Fig. 1: PDN straps and rails
The bar under the picture is 20 µm long. Pins as bars on the die edge. Tap cells in grey.
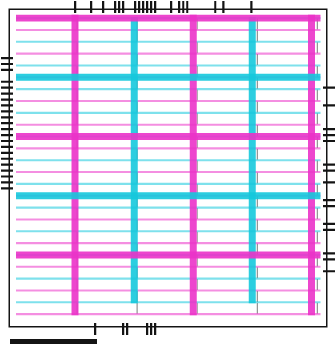
Fig. 2: placement by cell class
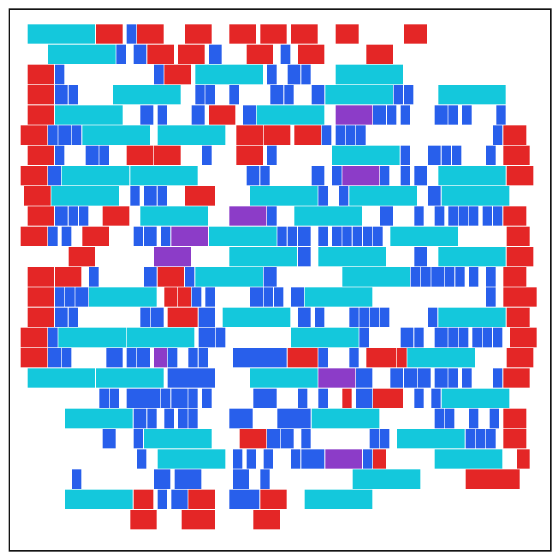
Fig. 3: clock network drawn from the DEF
The bar under the picture is 20 µm long.
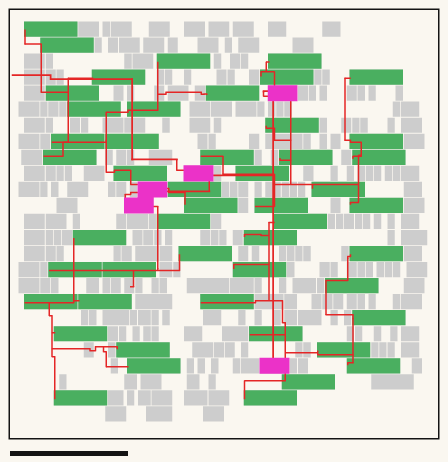
Fig. 4: wiring by layer
The bar under the picture is 20 µm long. Only two layers are drawn.
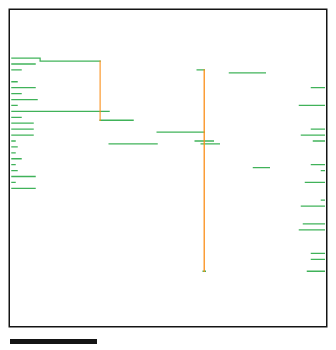
Fig. 5: the clock network
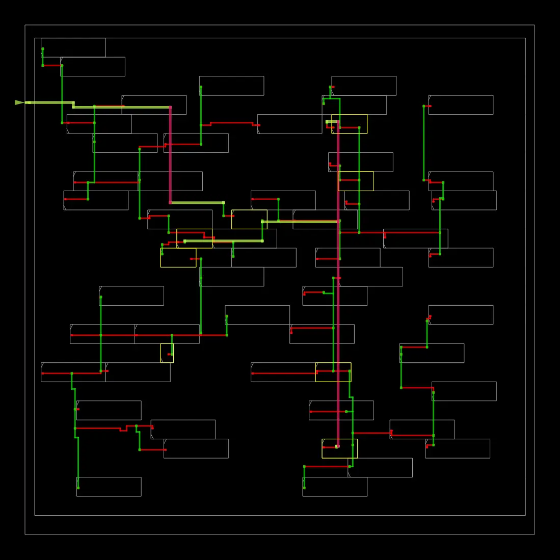
===== config.mk =====
export PLATFORM = sky130hd
export DESIGN_NAME = adder8_seq_ctrl
export DESIGN_NICKNAME = d
export VERILOG_FILES = /design/src/rtl/adder8_pkg.sv /design/src/rtl/adder8_res_fifo.sv /design/src/rtl/adder8_seq_ctrl.sv
export SDC_FILE = /design/constraint.sdc
export NUM_CORES = 1
export LEC_CHECK = 0
export ABC_AREA = 1
export CAP_MARGIN = 20
export CORE_UTILIZATION = 45
export DETAILED_ROUTE_END_ITERATION = 16
export GPL_TIMING_DRIVEN = 0
export MAX_ROUTING_LAYER = met4
export PLACE_DENSITY_LB_ADDON = 0.3
export SKIP_LAST_GASP = 1
export SLEW_MARGIN = 10
export SYNTH_ARGS = -nofsm -noshare
export SYNTH_HDL_FRONTEND = slang
export SYNTH_SLANG_ARGS = --single-unit

===== constraint.sdc =====
create_clock -name clk -period 2.44 [get_ports clk]
set_input_delay 0.488 -clock clk [delete_from_list [all_inputs] [get_ports clk]]
set_output_delay 0.488 -clock clk [all_outputs]
set_load 0.05 [all_outputs]

===== src/rtl/adder8_pkg.sv =====
// Shared types for the adder8 sequencing stage.
// The result record is what the output buffer stores and presents on out_*.
package adder8_pkg;

  localparam int ADD_W      = 8;
  localparam int OBUF_DEPTH = 2;

  typedef logic [ADD_W-1:0] add_word_t;

  typedef struct packed {
    add_word_t sum;
    logic      cout;
    logic      last;
  } result_t;

  typedef enum logic {
    IDLE = 1'b0,
    WAIT = 1'b1
  } seq_state_t;

endpackage


===== src/rtl/adder8_res_fifo.sv =====
// Small result buffer: head entry is presented combinationally from storage.
// Push while full is accepted only when a pop frees the head in the same cycle.
module adder8_res_fifo
  import adder8_pkg::*;
(
  input  logic    clk,
  input  logic    rst_n,
  input  logic    push_i,
  input  result_t push_data_i,
  input  logic    pop_i,
  output result_t head_o,
  output logic    full_o,
  output logic    empty_o
);

  localparam int PTR_W = (OBUF_DEPTH > 1) ? $clog2(OBUF_DEPTH) : 1;

  result_t          mem_q [OBUF_DEPTH];
  logic [PTR_W-1:0] wr_ptr_q;
  logic [PTR_W-1:0] rd_ptr_q;
  logic [PTR_W:0]   count_q;
  logic             do_push;
  logic             do_pop;

  assign empty_o = (count_q == '0);
  assign full_o  = (count_q == (PTR_W+1)'(OBUF_DEPTH));
  assign do_pop  = pop_i && !empty_o;
  assign do_push = push_i && (!full_o || do_pop);
  assign head_o  = mem_q[rd_ptr_q];

  always_ff @(posedge clk or negedge rst_n) begin
    if (!rst_n) begin
      for (int i = 0; i < OBUF_DEPTH; i++) begin
        mem_q[i] <= '0;
      end
      wr_ptr_q <= '0;
      rd_ptr_q <= '0;
      count_q  <= '0;
    end else begin
      if (do_push) begin
        mem_q[wr_ptr_q] <= push_data_i;
        wr_ptr_q        <= wr_ptr_q + PTR_W'(1);
      end
      if (do_pop) begin
        rd_ptr_q <= rd_ptr_q + PTR_W'(1);
      end
      case ({do_push, do_pop})
        2'b10:   count_q <= count_q + (PTR_W+1)'(1);
        2'b01:   count_q <= count_q - (PTR_W+1)'(1);
        default: count_q <= count_q;
      endcase
    end
  end

endmodule


===== src/rtl/adder8_seq_ctrl.sv =====
// Sequencer around an external 8-bit ripple adder: launches one word, waits
// LATENCY cycles for the adder to settle, then captures s/cout into a 2-entry buffer.
//
//   state | meaning
//   IDLE  | add_* held, ready to launch when the buffer has a free slot
//   WAIT  | adder inputs stable, down-counter running to the capture edge
module adder8_seq_ctrl
  import adder8_pkg::*;
#(
  parameter int LATENCY = 4
) (
  input  logic       clk,
  input  logic       rst_n,
  input  logic       in_valid,
  output logic       in_ready,
  input  logic [7:0] in_a,
  input  logic [7:0] in_b,
  input  logic       in_cin,
  input  logic       in_chain,
  input  logic       in_last,
  output logic [7:0] add_a,
  output logic [7:0] add_b,
  output logic       add_c,
  input  logic [7:0] add_s,
  input  logic       add_cout,
  output logic       out_valid,
  input  logic       out_ready,
  output logic [7:0] out_sum,
  output logic       out_cout,
  output logic       out_last,
  output logic       busy
);

  localparam logic [3:0] CNT_INIT = 4'(LATENCY - 1);

  seq_state_t state_q;
  logic [3:0] cnt_q;
  add_word_t  add_a_q;
  add_word_t  add_b_q;
  logic       add_c_q;
  logic       last_q;
  logic       carry_q;
  logic       live_q;

  logic       capture;
  logic       launch;
  logic       buf_full;
  logic       buf_empty;
  result_t    push_data;
  result_t    head;

  // live_q keeps in_ready low while reset is held and for the release cycle.
  assign in_ready  = live_q && (state_q == IDLE) && !buf_full;
  assign launch    = in_valid && in_ready;
  assign capture   = (state_q == WAIT) && (cnt_q == '0);
  assign busy      = (state_q != IDLE);

  assign add_a     = add_a_q;
  assign add_b     = add_b_q;
  assign add_c     = add_c_q;

  assign push_data = '{sum: add_s, cout: add_cout, last: last_q};

  always_ff @(posedge clk or negedge rst_n) begin
    if (!rst_n) begin
      state_q <= IDLE;
      cnt_q   <= '0;
      add_a_q <= '0;
      add_b_q <= '0;
      add_c_q <= 1'b0;
      last_q  <= 1'b0;
      carry_q <= 1'b0;
      live_q  <= 1'b0;
    end else begin
      live_q <= 1'b1;
      case (state_q)
        IDLE: begin
          if (launch) begin
            add_a_q <= in_a;
            add_b_q <= in_b;
            add_c_q <= in_chain ? carry_q : in_cin;
            last_q  <= in_last;
            cnt_q   <= CNT_INIT;
            state_q <= WAIT;
          end
        end
        WAIT: begin
          if (cnt_q != '0) begin
            cnt_q <= cnt_q - 4'd1;
          end else begin
            // A last word ends the chain, so the next chained word starts from zero.
            carry_q <= last_q ? 1'b0 : add_cout;
            state_q <= IDLE;
          end
        end
        default: state_q <= IDLE;
      endcase
    end
  end

  adder8_res_fifo u_res_fifo (
    .clk         (clk),
    .rst_n       (rst_n),
    .push_i      (capture),
    .push_data_i (push_data),
    .pop_i       (out_valid && out_ready),
    .head_o      (head),
    .full_o      (buf_full),
    .empty_o     (buf_empty)
  );

  assign out_valid = !buf_empty;
  assign out_sum   = head.sum;
  assign out_cout  = head.cout;
  assign out_last  = head.last;

endmodule


==> deck_impl_summary.md <==
Implementation Results

Outcome
  • Status: complete, no violations

Layout
  • Ant diodes: 0
  • Area grow syn2layout: 35.8%
  • Largest register FFs: 20
  • NumNets Final: 368
  • Non-filler instance count after layout: 402
  • Top Layout Cells: nand2_1 (105), dfrtp_1 (49), clkdlybuf4s50_1 (49), inv_1 (28), nand3_1 (22)
  • Number of non-clock buffers: 73

Routing
  • Via count: 1857
  • Post-DR vias/cell: 4.62
  • Residual DRC: 0

Clock tree
  • CTS Buffer Depth: 2
  • CTS buffer count: 5
  • CTS resizes: 9
  • H-tree Lvls: 2

Logic synthesis
  • YS chip area: 2240 µm²
  • Dominant Register Cell: dfrtp_1
  • Yosys adder share: 1.12%
  • Complex Gates by Area: 5.58%
  • Commonest cells in the netlist: nand2_1 (105), dfrtp_1 (49), inv_1 (28)
  • Post-synth mux share: 0%
  • Synth area leader: dfrtp_1
  • Ys cells: 266

Global route
  • Vias in the first global route: 1811

Setup path
  • Crit-path slowest cell: dlygate4sd2_1
  • Crit path DAT: 1.69 ns
  • Crit path DRT: 1.95 ns
  • Cell mode on critical path: nand2_1
  • Reg2reg setup slack: 0.53 ns
  • Stages on worst setup path: 4
  • Startpoint types: flop

Placed design
  • Cells after DPL: 395

Pwr
  • Seq. pwr: 1.42 mW
  • Top power group: combinational logic
  • Leakage: 1.60 nW

Timing
  • Final Hold Fails: 0
  • Worst Tran Pin Value: 0.557 ns
  • Fin crit period: 2.18 ns
  • Max_slew headroom: 62.8%
  • Period utilisation layout: 89.2%

Flow run
  • Max_cap viols: 0
Notes on Fig. 1 above:
[VSS] magenta
[VDD] cyan
rows: 25
met5 straps: 5

Notes on Fig. 2 above:
[all other logic] blue | cells: 205 | share of their area: 31%
[clock drivers and dummy loads] purple | cells: 8 | share of their area: 3.4%
[other buffers and delay cells] red | cells: 73 | share of their area: 24%
[flip-flops] cyan | cells: 49 | share of their area: 41%
design area: 3040 µm²
flop share of the area: 40.3%
Std-Cell Rows: 25

Notes on Fig. 3 above:
[cells driving clock nets] magenta | count: 5
[clock wires] red | length: 544 µm
[flip-flops] green | count: 49
flops lie: widely spread

Notes on Fig. 4 above:
[met3] green | wire length: 206 µm
[met4] orange | wire length: 59.8 µm
Total GRT Usage: 20.2%
final wirelength: 4.58 mm
WL/cell: 11.4 µm

Notes on Fig. 5 above:
Worst Skew: 0.00633 ns
CLK BUF: 7
Clk power: 517 µW

==> metal layers <==
layer	GRT usage (%)	wire, µm	share of wire (%)	vias up
met2	34.8	2300	50	50
met5	-	0	0	-
met1	24.1	2010	44	856
li1	-	-	-	946
met4	6.54	59	1.3	0
met3	3.73	205	4.5	5
==> kinds of logic (layout without fill, tap and decap cells) <==
family | count (synthesis) | in the layout
adders and majority gates | 2 | 2
AOI/OAI and AO/OA | 25 | 25
other | 1 | 1
buffers and inverters | 42 | 111
xor gates and xnor gates | 3 | 3
and+or+nand+nor | 144 | 144
DFF | 49 | 49
Power figures rest on the tool's default switching activity, not on a simulated workload.
